Design alu_core_flat, sky130hd; sources not shown.
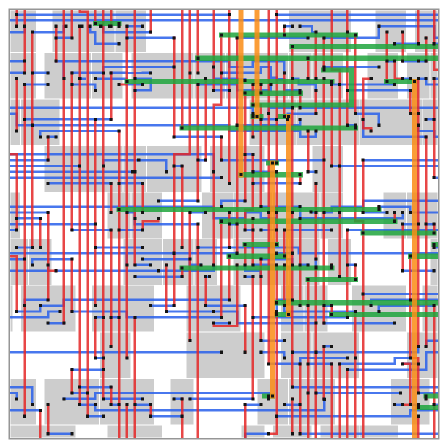
(run_1/zoom.png)
Window x 21 to 46, y 21 to 46 um. Cells in grey, sequential cells in the stronger grey; small squares are vias.
orange -> met4
green -> met3
blue -> met1
red -> met2
cells with their middle in the window = 55
sequential cells in the window = 0
most frequent = nand2_1 (8), nor3_1 (8), o21ai_0 (7)

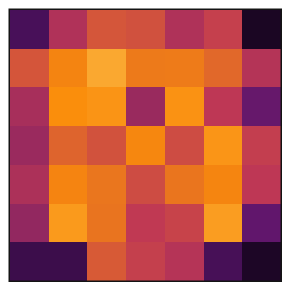
(run_1/density.png)
Drawn at 4 px/um. The die is cut into 7 by 7 equal tiles; black is low, pale yellow is high, 0 to 100% covered.
tiles over 75% full = 14%
fullest tile = 81%
mean over tiles = 53%
post-layout util: 0.635
FP Util: 0.513
Core Region: 0.00394 mm2

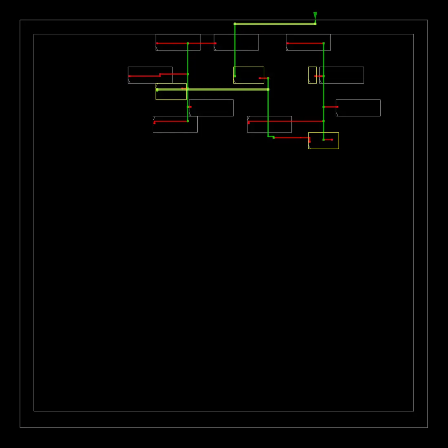
(run_1/final_clocks.png)
cts bufs inserted: 3
Late-Pin Clk Latency: 0.23 ns
clock skew: 0 ns
clock buffer count: 4

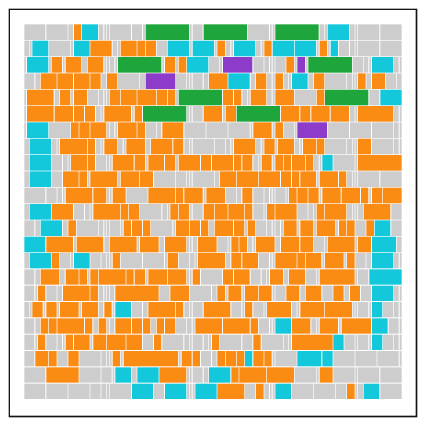
(run_1/cell_classes.png)
Drawn at 6 px/um. Fill, decap, tap and diode cells in grey.
green -> flip-flops  # cells 9
cyan -> other buffers and delay cells  # cells 48
purple -> clock drivers and dummy loads  # cells 4
orange -> all other logic  # cells 259
flop share of the area: 0.0719
post-route cell area: 0.00250 mm2
row count: 23

==> flow_summary.toml, run 1 <==
# yosys + openroad results
[status]
status = "completed"

[route]
wl_met2_mm = 3.05
drc = 0
ant_nets = 0

[yosys]
area_leaders = "ha_1 15%, dfxtp_1 8.9%, nor2_1 4.8%"
yosysWarnings = 6
top_area_cell = "ha_1"
synth_cell_type_count = 66
async_reset_ff_frac = 0
yosys_cells = 279

[global_routing]
grt_overflow = 0
grt_pass1_wl_mm = 9.63
grt_max_degree = 12
grt_pass1_vias = 1976

[setup_path]
start_kind = "input port"
required_ns = 3.33
crit_top_cell = "o21a_1"
cp_cell_sequence = "clkdlybuf4s50_1 -> inv_1 -> nand3_1 -> nor2_1 -> o21a_1 -> a311oi_1 -> ha_1 -> o21ai_0 -> a21oi_1 -> o21a_1 -> nor3_1 -> nor3_2 -> o21a_1"
cp_top_family = "AND-OR/OR-AND gates"
critPathMaxStageDelay_ns = 0.58
crit_fanout = 5
ff2ff_path_depth = 6
cpMaxStageDelayCell = "clkdlybuf4s50_1"
end_kind = "flip-flop"

[final_layout]
fin_nets = 370
drive_above_1_share = 0.116
antenna_cells = 0

[power]
finalPower_mw = 0.614
pwr_density_cell_mw_per_mm2 = 245
power.leakage_nw = 1.07
peakVddDrop_uv = 154

[floorplanning]
fp.dieH_um = 67.6

[final_timing]
timing.fmax_mhz = 325
setup_viol_count_final = 0
max_slew.worst_pin.slew_ns = 0.597
fin_setup_tns_ns = 0
finalCritPeriodShare = 0.961

[clock_tree]
postCtsHoldBufs = 0
cts.path.max_buffers = 2
htree_levels = 1
cts_tree = "done"
cts.sinks = 9

[placement]
portBuffers = 29

[worst_hold_path]
worstHoldPathType = "flip-flop to flip-flop"
run 1: through the flow:
stage,hold slack [ns],util
after CTS,0.461,0.619
after floorplan,0.535,-
after global placement,0.446,0.606
final,0.457,0.635
after global routing,0.486,0.635
after detailed placement,0.455,0.606
run 1: worst reg2reg max path, stage by stage (launching register included):
cell	delay [ns]
dfxtp_1	0.30
nand2b_1	0.13
o21ai_0	0.11
a211o_1	0.23
a221o_1	0.28
a2bb2oi_1	0.14
nand2_1	0.06
run 1: logic make-up after synthesis:
group | share of synthesized area
xor gates and xnor gates | 0.0470
and+or+nand+nor | 0.262
other | 0.00185
muxes | 0.0396
adders and majority gates | 0.164
buffers and inverters | 0.0946
AOI/OAI and AO/OA | 0.302
DFF | 0.0890
run 1: layout make-up:
| type | count | area, um2 | area share |
|---|---|---|---|
| tap | 50 | 62.6 | 0.0250 |
| buffer | 14 | 105 | 0.0420 |
| sequential | 9 | 180 | 0.0719 |
| inverter | 24 | 90.1 | 0.0360 |
| clock buffer | 4 | 45.0 | 0.0180 |
| multi-input combinational | 235 | 1710 | 0.681 |
| timing repair buffer | 34 | 315 | 0.126 |
run 1: routing by layer:
| layer | GRT usage | vias up |
|---|---|---|
| met1 | 0.381 | 1044 |
| met2 | 0.468 | 105 |
| met4 | 0.0816 | 0 |
| met5 | 0 | - |
| met3 | 0.0300 | 16 |
| li1 | - | 1103 |
run 1: what timing repair did:
item	in CTS	in global routing
resized	9	12
hold endpoints to repair	0	0
pin swaps	2	2
setup endpoints to repair	6	2
buffers inserted	0	5
run 1: Yosys cell counts, types with 4 or more instances:
cell,number
a21oi_1,13
a22oi_1,4
a2bb2oi_1,4
a311oi_1,4
buf_4,6
dfxtp_1,9
ha_1,25
inv_1,22
mux2i_1,8
nand2_1,25
nand2b_1,9
nand3_1,6
nor2_1,26
nor3_1,15
o21a_1,6
o21ai_0,16
o22ai_1,5
xnor2_1,9
run 1: where the power goes:
group	total [mW]	internal, mW	switching, mW
Clock	0.131	0.0868	0.0445
Sequential	0.123	0.120	0.00335
Combinational	0.360	0.159	0.201
==> run_1/clock_map.png <==
Drawn at 8 px/um.
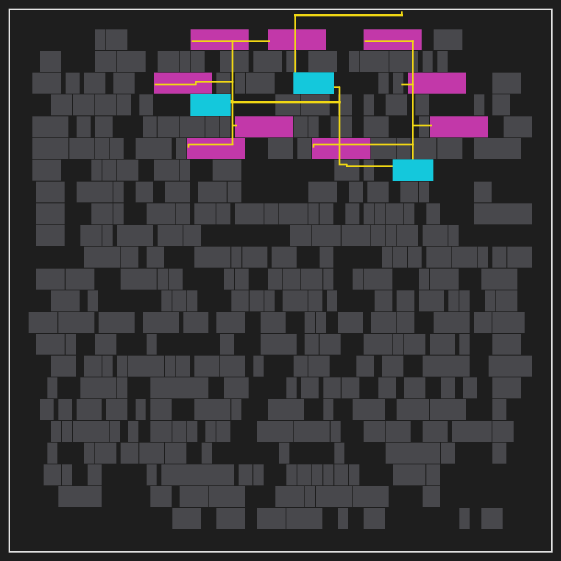

--- run 2 (diff from run 1) ---
Clock period 3.2 ns to 3.9 ns, I/O delays scaled along.
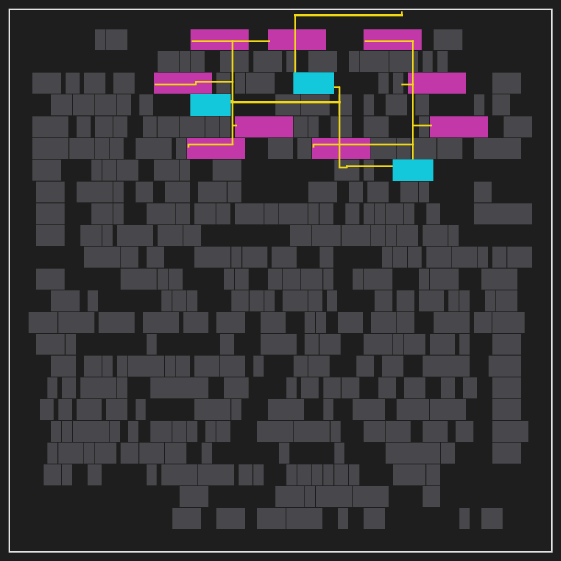
(run_2/clock_map.png)
Drawn at 8 px/um.
cyan -> cells driving clock nets  # count 3
yellow -> clock wires  # length 140 um
magenta -> flip-flops  # count 9
routed clock nets = 4
Clock power frac: 0.219
Clock Power: 0.108 mW

==> flow_summary.toml, run 2 <==
# yosys + openroad results
[setup_path]
end_kind = "flip-flop"
ff2ff_path_depth = 6
start_kind = "input port"
required_ns = 4.02
crit_fanout = 8

[floorplanning]
row_count = 23
fp_util = 0.513
fp.dieH_um = 67.6
core-area_mm2 = 0.00394

[power]
pwr_density_cell_mw_per_mm2 = 202
power.leakage_nw = 1.04
p_int_mw = 0.293
seqPwrFrac = 0.205
comb_power_share = 0.576
p_sw_mw = 0.200
peakVddDrop_uv = 128
p_sw_frac = 0.406

[final_timing]
finalCritPeriodShare = 0.953
setup_viol_count_final = 0
timing.fmax_mhz = 269
fin_skew_ns = 0
fin_setup_tns_ns = 0
max_slew.worst_pin.slew_ns = 0.590

[clock_tree]
postCtsSetupBuffers = 0
cts_resized = 0
cts.path.max_buffers = 2
cts_tree = "done"
worstSkewPairLatency_ns = 0.23
postCtsHoldBufs = 0
htree_levels = 1
numCtsBuffers = 3
cts.sinks = 9

[route]
top_layer_used = "met4"
ant_nets = 0
drc = 0
wl_met2_mm = 2.95

[yosys]
ys_ff = 9
syn_area_mm2 = 0.00202
netlist_top_cells_count = "26 x nor2_1, 25 x ha_1, 25 x nand2_1, 22 x inv_1, 16 x o21ai_0"
synth_cell_type_count = 66
synth_top_cell_by_count = "nor2_1"
top_area_cell = "ha_1"
area_leaders = "ha_1 15%, dfxtp_1 8.9%, nor2_1 4.8%"
yosysWarnings = 6
async_reset_ff_frac = 0
yosys_cells = 279

[global_routing]
grt_max_degree = 12
grt_pass1_vias = 1962
grt_overflow = 0
grt_pass1_wl_mm = 9.60

[final_layout]
fin_nets = 365
synthToLayoutAreaGrowth_pct = 20.6
drive_above_1_share = 0.0762
largest_reg_flops = 8
antenna_cells = 0

[placement]
portBuffers = 29

[flow_run]
warning_count = 34

[status]
status = "completed"

[worst_hold_path]
worstHoldPathType = "flip-flop to flip-flop"
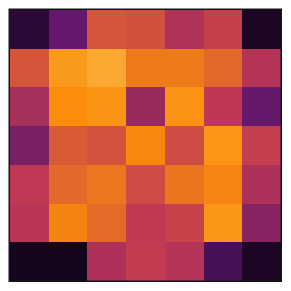
(run_2/density.png)
Drawn at 4 px/um. The die is cut into 7 by 7 equal tiles; black is low, pale yellow is high, 0 to 100% covered.
fullest tile = 81%
mean over tiles = 52%
tiles over 75% full = 14%
post-layout util: 0.619

[run 2: cell counts after synthesis]
No cell type changed its count.
[run 2: final cells by class]
cell class | count | area [um2] | area share
clock buffer | 4 | 45.0 | 0.0184
sequential | 9 | 180 | 0.0738
buffer | 14 | 101 | 0.0415
multi-input combinational | 235 | 1670 | 0.684
tap | 50 | 62.6 | 0.0256
timing repair buffer | 29 | 293 | 0.120
inverter | 24 | 90.1 | 0.0369
[run 2: cells by family (layout without fill, tap and decap cells)]
logic type | after synthesis | count (layout) | synth area share
buffers and inverters | 38 | 71 | 0.0946
adders and majority gates | 26 | 26 | 0.164
muxes | 8 | 8 | 0.0396
AOI/OAI and AO/OA | 84 | 84 | 0.302
DFF | 9 | 9 | 0.0890
other | 1 | 4 | 0.00185
and+or+nand+nor | 103 | 103 | 0.262
xor gates and xnor gates | 10 | 10 | 0.0470
[run 2: metal layers]
metal / track usage / up-vias
li1: - / 1093
met1: 0.383 / 1018
met2: 0.463 / 100
met3: 0.0300 / 15
met4: 0.0816 / 0
met5: 0 / -
[run 2: worst max-delay path, stage by stage]
cell and delay (ns):
clkdlybuf4s50_1 0.58, nand2b_1 0.27, or2_1 0.23, buf_2 0.16, a31oi_1 0.16, nor2_1 0.05, a311oi_1 0.37, ha_1 0.34
or4_1 0.52, o21ai_0 0.10, a31oi_1 0.11, nand3_1 0.13, a2bb2oi_1 0.16, nand2_1 0.06
[run 2: power by group through the flow]
stage	Sequential (mW)	Clock (mW)	Combinational (mW)
floorplan	0.110	0	0.176
CTS	0.101	0.111	0.279
detailed placement	0.103	0	0.278
global route	0.101	0.117	0.310
finish	0.101	0.108	0.284
global placement	0.102	0	0.274
[run 2: through the flow]
step | setup slack, ns | cells | power, mW | hold WS (ns) | area, um2
floorplan | 1.07 | 282 | 0.286 | 0.535 | 2040
global placement | -0.0835 | 361 | 0.376 | 0.446 | 2390
detailed placement | -0.163 | 361 | 0.381 | 0.455 | 2390
CTS | 0.0685 | 365 | 0.491 | 0.461 | 2430
global route | -0.00586 | 365 | 0.528 | 0.486 | 2440
finish | 0.184 | 365 | 0.493 | 0.457 | 2440
Power is estimated from default activity; no workload was simulated.
